Figure 1. Routing congestion (run 1).
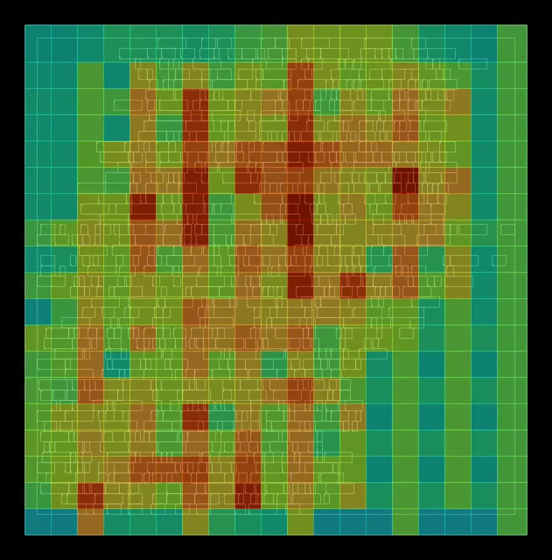
Figure 2. Local utilization (run 1).
Drawn at 3 px/um. The die is cut into 13 by 13 equal tiles; dark blue is low, red is high, 0 to 100% covered.
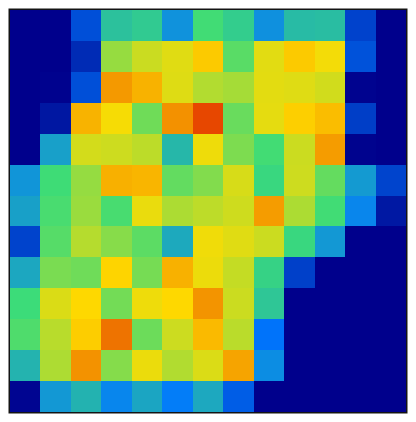
Figure 3. M4 wires (run 1).
Drawn at 3 px/um. Supply wires on this layer in grey.
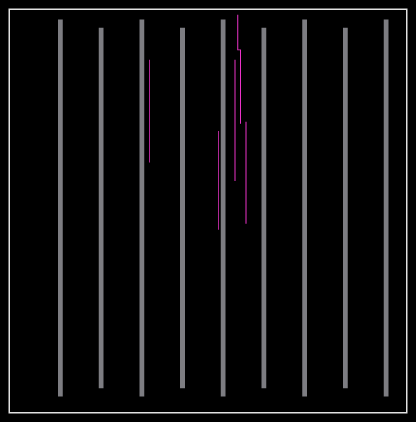
===== src/rtl/mac_dot_accum.sv =====
// Streaming dot-product MAC: out = c + sum(a*b) over a vector framed by in_last.
// Stage 1 multiplies on accept; stage 2 accumulates with overflow detection and optional clamp.
module mac_dot_accum #(
    parameter int unsigned DATA_WIDTH = 8,
    parameter int unsigned ACC_WIDTH  = 24,
    parameter bit          SIGNED     = 1'b1,
    parameter bit          SATURATE   = 1'b1
) (
    input  logic                  clk,
    input  logic                  reset,
    input  logic                  in_valid,
    output logic                  in_ready,
    input  logic [DATA_WIDTH-1:0] in_a,
    input  logic [DATA_WIDTH-1:0] in_b,
    input  logic [DATA_WIDTH-1:0] in_c,
    input  logic                  in_last,
    output logic                  out_valid,
    input  logic                  out_ready,
    output logic [ACC_WIDTH-1:0]  out_data,
    output logic                  out_ovf
);
    localparam int unsigned PW = 2 * DATA_WIDTH;
    localparam int unsigned SW = ACC_WIDTH + 1;
    localparam logic [ACC_WIDTH-1:0] SMAX = {1'b0, {(ACC_WIDTH-1){1'b1}}};
    localparam logic [ACC_WIDTH-1:0] SMIN = {1'b1, {(ACC_WIDTH-1){1'b0}}};

    typedef enum logic {StIdle, StAccum} state_e;
    state_e state_q, state_d;

    logic                 stall;
    logic                 in_fire;
    logic                 s1_valid_q, s1_valid_d;
    logic                 s1_last_q, s1_last_d;
    logic [PW-1:0]        s1_prod_q, s1_prod_d;
    logic [ACC_WIDTH-1:0] s1_c_q, s1_c_d;
    logic [ACC_WIDTH-1:0] acc_q, acc_d;
    logic                 ovf_q, ovf_d;
    logic                 out_valid_q, out_valid_d;
    logic [ACC_WIDTH-1:0] out_data_q, out_data_d;
    logic                 out_ovf_q, out_ovf_d;

    logic [PW-1:0]        a_ext, b_ext;
    logic [ACC_WIDTH-1:0] base;
    logic [SW-1:0]        base_w, prod_w, sum_w;
    logic                 ovf_now;
    logic [ACC_WIDTH-1:0] res;

    assign stall     = out_valid_q && !out_ready;
    assign in_ready  = !stall && !reset;
    assign in_fire   = in_valid && in_ready;
    assign out_valid = out_valid_q;
    assign out_data  = out_data_q;
    assign out_ovf   = out_ovf_q;

    // Stage 1: operands extended to the product width so one multiplier serves both modes.
    always_comb begin
        if (SIGNED) begin
            a_ext  = PW'($signed(in_a));
            b_ext  = PW'($signed(in_b));
            s1_c_d = ACC_WIDTH'($signed(in_c));
        end else begin
            a_ext  = PW'(in_a);
            b_ext  = PW'(in_b);
            s1_c_d = ACC_WIDTH'(in_c);
        end
        s1_prod_d  = a_ext * b_ext;
        s1_valid_d = in_fire;
        s1_last_d  = in_last;
    end

    // Stage 2 arithmetic: one guard bit above the accumulator exposes overflow.
    always_comb begin
        base = (state_q == StIdle) ? s1_c_q : acc_q;
        if (SIGNED) begin
            base_w  = SW'($signed(base));
            prod_w  = SW'($signed(s1_prod_q));
            sum_w   = base_w + prod_w;
            ovf_now = sum_w[SW-1] ^ sum_w[SW-2];
        end else begin
            base_w  = SW'(base);
            prod_w  = SW'(s1_prod_q);
            sum_w   = base_w + prod_w;
            ovf_now = sum_w[SW-1];
        end
        res = sum_w[ACC_WIDTH-1:0];
        if (SATURATE && ovf_now) begin
            if (SIGNED) begin
                res = sum_w[SW-1] ? SMIN : SMAX;
            end else begin
                res = '1;
            end
        end
    end

    // FSM next state: a vector stays open until its last beat reaches stage 2.
    always_comb begin
        state_d = state_q;
        unique case (state_q)
            StIdle:  if (s1_valid_q && !s1_last_q) state_d = StAccum;
            StAccum: if (s1_valid_q && s1_last_q)  state_d = StIdle;
            default: state_d = StIdle;
        endcase
    end

    // Accumulator, sticky overflow and result register updates.
    always_comb begin
        acc_d       = acc_q;
        ovf_d       = ovf_q;
        out_valid_d = out_valid_q && !out_ready;
        out_data_d  = out_data_q;
        out_ovf_d   = out_ovf_q;
        if (s1_valid_q) begin
            acc_d = res;
            ovf_d = (state_q == StIdle) ? ovf_now : (ovf_q | ovf_now);
            if (s1_last_q) begin
                out_valid_d = 1'b1;
                out_data_d  = res;
                out_ovf_d   = ovf_d;
            end
        end
    end

    always_ff @(posedge clk) begin
        if (reset) begin
            state_q <= StIdle;
        end else if (!stall) begin
            state_q <= state_d;
        end
    end

    always_ff @(posedge clk) begin
        if (reset) begin
            s1_valid_q  <= 1'b0;
            s1_last_q   <= 1'b0;
            s1_prod_q   <= '0;
            s1_c_q      <= '0;
            acc_q       <= '0;
            ovf_q       <= 1'b0;
            out_valid_q <= 1'b0;
            out_data_q  <= '0;
            out_ovf_q   <= 1'b0;
        end else if (!stall) begin
            s1_valid_q  <= s1_valid_d;
            s1_last_q   <= s1_last_d;
            s1_prod_q   <= s1_prod_d;
            s1_c_q      <= s1_c_d;
            acc_q       <= acc_d;
            ovf_q       <= ovf_d;
            out_valid_q <= out_valid_d;
            out_data_q  <= out_data_d;
            out_ovf_q   <= out_ovf_d;
        end
    end

endmodule


===== config.mk =====
export PLATFORM = sky130hd
export DESIGN_NAME = mac_dot_accum
export DESIGN_NICKNAME = d
export VERILOG_FILES = /design/src/rtl/mac_dot_accum.sv
export SDC_FILE = /design/constraint.sdc
export NUM_CORES = 1
export LEC_CHECK = 0
export CORE_AREA = 3 3 129 131
export DETAILED_ROUTE_END_ITERATION = 10
export DIE_AREA = 0 0 132 134
export GPL_ROUTABILITY_DRIVEN = 0
export PLACE_DENSITY = 0.7
export SYNTH_ARGS = -nofsm -noshare
export SYNTH_HDL_FRONTEND = slang
export SYNTH_SLANG_ARGS = --single-unit

===== constraint.sdc =====
create_clock -name clk -period 12.9 [get_ports clk]
set_input_delay 3.87 -clock clk [delete_from_list [all_inputs] [get_ports clk]]
set_output_delay 3.87 -clock clk [all_outputs]
set_load 0.02 [all_outputs]

==> results.cfg, run 1 <==
; generated from flow reports
[outcome]
outcome = completed

[grt]
first_global_vias = 5561
grt.met2_usage_pct = 31.9
grt_util_met3_pct = 2.55
grt.overflow.total = 0
antenna_found_initial = 0
grt_start_max_net_pins = 43

[final_layout]
largest_class = combinational gates
finish.instance_area_mm2 = 0.00796
final-nonclk-buf-share_pct = 7.77
nonClockBufferCount = 64
seq_share_pct = 19.6
antenna_cells = 0
final.fill_count = 1489
logic_area_mm2 = 0.00486
n_multi_input_combinational_cell = 619

[logic_synthesis]
yosysSeqAreaShare_pct = 22.5
async_reset_ff_share_pct = 0
synth.most_common_cell = sky130_fd_sc_hd__nand2_1
yosysChipArea_mm2 = 0.00694
synthFlopType = sky130_fd_sc_hd__dfxtp_1
synth.cellmix.simpleShare_pct = 15.8
synth_flop_count = 78
synth-edff-count = 0
most_area_consuming_cells_after_synthesis = sky130_fd_sc_hd__dfxtp_1, sky130_fd_sc_hd__fa_1, sky130_fd_sc_hd__ha_1
compound_area_share_pct = 21.9
synth_stat.cells = 828
yosys.area.top_type = sky130_fd_sc_hd__dfxtp_1

[final_timing]
hold_viol = 0
final_period_minus_worst_setup_slack_ns = 9.27
relSlewSlack_pct = 49.2
finalSetupViolations = 0
worst_slew_pin_slew_ns = 0.757
finalClockSkew_ns = 0.00672
rsz0062_at_grt = false
final.period_utilization_pct = 71.9

[worst_setup_path]
logic_depth_of_the_worst_register_to_register_path = 13
worstSetupStartpointType = input port
reg2reg_slack_ns = 8.59
crit_path_buf_inv_count = 3
crit-reg2reg-capture = ovf_q
worstPathCellList = clkdlybuf4s50_1 > nor2b_2 > buf_4 > nor2_1 > clkdlybuf4s50_1
worst_path_max_delay_cell = sky130_fd_sc_hd__clkdlybuf4s50_1
worst_path_arrival_ns = 5.40
path_class = in2out
worst-path-stages = 5
critPathTopFamily = buffers and inverters
critPathCapture = in_ready

[power_and_ir_drop]
internal-power_uw = 797
total_power_uw = 1440
power_sequential_uw = 304
power_switching_uw = 643
clockNetworkPower_uw = 264
power.clock.fraction_pct = 18.3
power.switching_fraction_pct = 44.6
power.combinational.fraction_pct = 60.6
static-leakage-power_uw = 0.00350
peakVddDrop_mv = 0.189

[drt]
drt-met1-wl_mm = 7.58
met2_wirelength_mm = 7.91
firstDrtPassIters = 4
drt_first_iter_violations = 425
met3WireLength_um = 580

[placement]
dp_hpwl_mm = 12.4
postPlaceCellArea_mm2 = 0.00765

[clock_tree]
post_cts_resized = 0
clk_sinks = 78
clock_tree.htree_level_count = 3
tritoncts.num_buffers = 9
post_cts_buffers = 0
insertion_delay_ns = 0.34
clock_pin_slew_reported_for_the_worst_setup_and_hold_paths_after_clock_tree_synthesis_ns = 0.06

[worst_hold_path]
holdPathStages = 2
path_category_of_the_worst_min_delay_check = reg2reg
holdCritStartpoint = s1_c_q[2]
## Picture notes: Figure 1
final core utilization: 50.6%
total track usage: 18.7%
most utilized layer in the global route result: met2
GR Util met1: 25.6%
average routed wire per standard cell: 15.0 um

## Picture notes: Figure 2
emptiest ninth of the die: bottom right
nearly empty tiles: 23%
mean over tiles: 44%
tiles over 75% full: 14%
fullest tile: 92%
area of the core: 0.0157 mm2
floorplan utilization: 44.2%

## Picture notes: Figure 3
share of all routed wire: 1.1%
nets with wire on the layer: 4
final wirelength: 16.2 mm
via count of the routed design: 5698

## run 1: layout by cell type (no fill, tap or decap), drive strengths merged, types with 7 or more instances in the layout
master	Yosys	final
a21o	9	9
xor2	7	7
clkdlybuf4s50	0	55
o22ai	13	13
mux2	8	8
inv	91	94
and2	44	44
dfxtp	78	78
o21ai	59	59
clkbuf	27	11
nand2	120	120
a211oi	9	9
fa	56	56
nand2b	13	13
a31oi	7	7
ha	53	53
buf	12	9
a21oi	105	105
nor2	24	24
xnor2	28	28
## run 1: per-stage QoR
step                worst slack [ns]  utilization, %  hold slack (ns)  std cells
floorplan                       4.51               -            0.429        828
global placement                3.59            48.7            0.446       1069
detailed placement              3.60            48.7            0.443       1069
CTS                             3.59            50.6            0.458       1085
global route                    3.55            50.6            0.474       1085
finish                          3.63            50.6            0.457       1085
Figure 4. Clock network drawn from the DEF (run 1).
Drawn at 3 px/um.
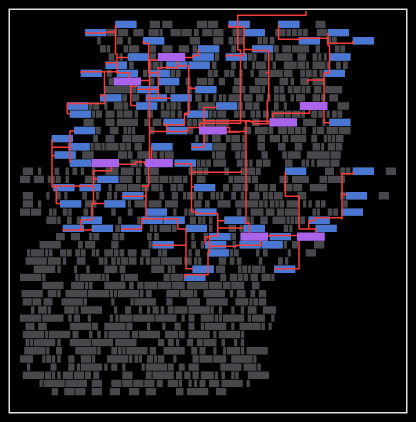

## Run 2: what changed since run 1
- clock period: 12.9 -> 9.5 ns (I/O delays scaled with it)
Figure 5. Clock network drawn from the DEF (run 2).
Drawn at 3 px/um.
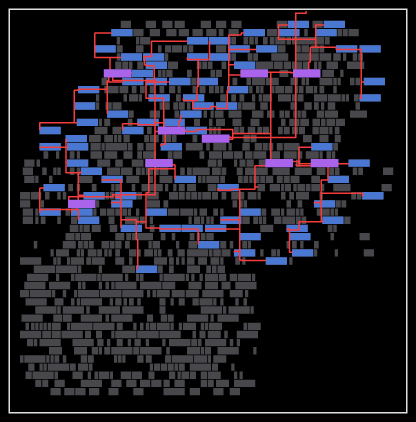
[red] clock wires | length: 1000 um
[blue] flip-flops | count: 78
[purple] clock-net drivers | count: 9
routed clock nets: 10

==> run 2 against run 1 <==
Compared with the run above: sequential share of layout area hardly changed; sequential power is 35% higher; final cell count about the same; hold slack got worse by 0.0064 ns; non-clock buffer count unchanged; cell area is essentially flat.
==> results.cfg, run 2 <==
; generated from flow reports
[final_timing]
relSlewSlack_pct = 52.8
finalSetupViolations = 0
final_period_minus_worst_setup_slack_ns = 7.28
finalClockSkew_ns = 0.00748
worst_slew_pin_slew_ns = 0.708
final.period_utilization_pct = 76.6
layout_setup_ws_ns = 2.22
holdWs_ns = 0.450

[drt]
wl_mm = 16.1
vias = 5678
drt-met1-wl_mm = 7.75
met2_wirelength_mm = 7.64
routed_wire_length_per_instance_um = 14.9
drt_first_iter_violations = 372

[power_and_ir_drop]
peakVddDrop_mv = 0.197
internal-power_uw = 1090
power_switching_uw = 860
power_sequential_uw = 411
total_power_uw = 1950
power.clock.fraction_pct = 18.2
static-leakage-power_uw = 0.00351
clockNetworkPower_uw = 354
power.switching_fraction_pct = 44.1
power.combinational.fraction_pct = 60.8

[worst_setup_path]
worst_path_arrival_ns = 7.51
path_class = in2reg
worstPathCellList = clkdlybuf4s50_1 > and2_1 > fa_1 > inv_1 > fa_1 > inv_1 > fa_1 > inv_1 > fa_1 > inv_1 > ha_1 > a21oi_1 > o21bai_1 > a21oi_1 > o21bai_1 > a41oi_1 > mux2i_1 > nand2_1
worst_path_max_delay_cell = sky130_fd_sc_hd__clkdlybuf4s50_1
worstSetupStartpointType = input port
crit_path_buf_inv_count = 5

[outcome]
outcome = completed

[logic_synthesis]
synthFlopType = sky130_fd_sc_hd__dfxtp_1
most_area_consuming_cells_after_synthesis = sky130_fd_sc_hd__dfxtp_1, sky130_fd_sc_hd__fa_1, sky130_fd_sc_hd__ha_1
async_reset_ff_share_pct = 0
yosys.area.top_type = sky130_fd_sc_hd__dfxtp_1
synth_stat.cells = 828
yosysSeqAreaShare_pct = 22.5
yosysChipArea_mm2 = 0.00694
synth-edff-count = 0

[grt]
grt_busiest_layer = met2
grtUsageMet1_pct = 26.0
grt.overflow.total = 0
grt_start_max_net_pins = 46
grt.met2_usage_pct = 31.0
antenna_found_initial = 0

[clock_tree]
clock_tree.htree_level_count = 3
clk_sinks = 78
tritoncts.num_buffers = 9
post_cts_resized = 0
post_cts_buffers = 0
insertion_delay_ns = 0.34

[placement]
dp_worst_slack_ns = 1.92
postPlaceCellArea_mm2 = 0.00765
place.detailed.instances = 1069
dp_hpwl_mm = 12.3

[final_layout]
logic_area_mm2 = 0.00486
nonClockBufferCount = 64
stdcell_count = 1084
antenna_cells = 0
mostFrequentLayoutCells = sky130_fd_sc_hd__nand2_1, sky130_fd_sc_hd__inv_1, sky130_fd_sc_hd__a21oi_1
n_multi_input_combinational_cell = 619
layout_top_cell_excl_fill_tap = sky130_fd_sc_hd__nand2_1
final.fill_count = 1464
largest_class = combinational gates
finish.instance_area_mm2 = 0.00796

[die]
fp_util_pct = 44.2
Figure 6. Port wiring (run 2).
Drawn at 2 px/um.
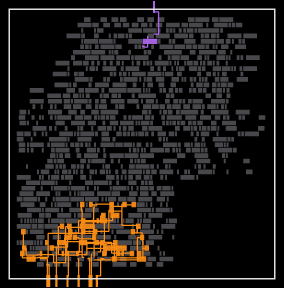
[orange] in_b | bits: 8 | direction: input | end cells: 60 | buffers: 8 | wire: 665 um
[purple] out_ovf | bits: 1 | direction: output | end cells: 1 | buffers: 1 | wire: 29.5 um
number of input and output port buffers inserted: 55
io pins: 56

-- run 2: cell counts after synthesis --
Identical to the previous run, type by type.
-- run 2: path summary, 6_finish.rpt --
check,startpoint,endpoint,slack [ns],cells after the start
worst max-delay path,in_a[3],s1_prod_q[14],2.22,18
worst min-delay path,s1_c_q[7],s1_c_q[7],0.45,2
worst max register to register,flop,acc_q[17],5.33,13
worst min register to register,s1_c_q[7],s1_c_q[7],0.45,2
-- run 2: kinds of logic (layout without fill, tap and decap cells) --
logic type / count (synthesis) / count (layout) / synth area share, %
DFF: 78 / 78 / 22.5
and+or+nand+nor: 230 / 230 / 15.8
muxes: 11 / 11 / 1.73
xor gates and xnor gates: 35 / 35 / 4.41
AOI/OAI and AO/OA: 232 / 232 / 21.9
adders and majority gates: 111 / 111 / 26.0
buffers and inverters: 131 / 171 / 7.62
No activity file was given, so power comes from the tool's default toggle rates.
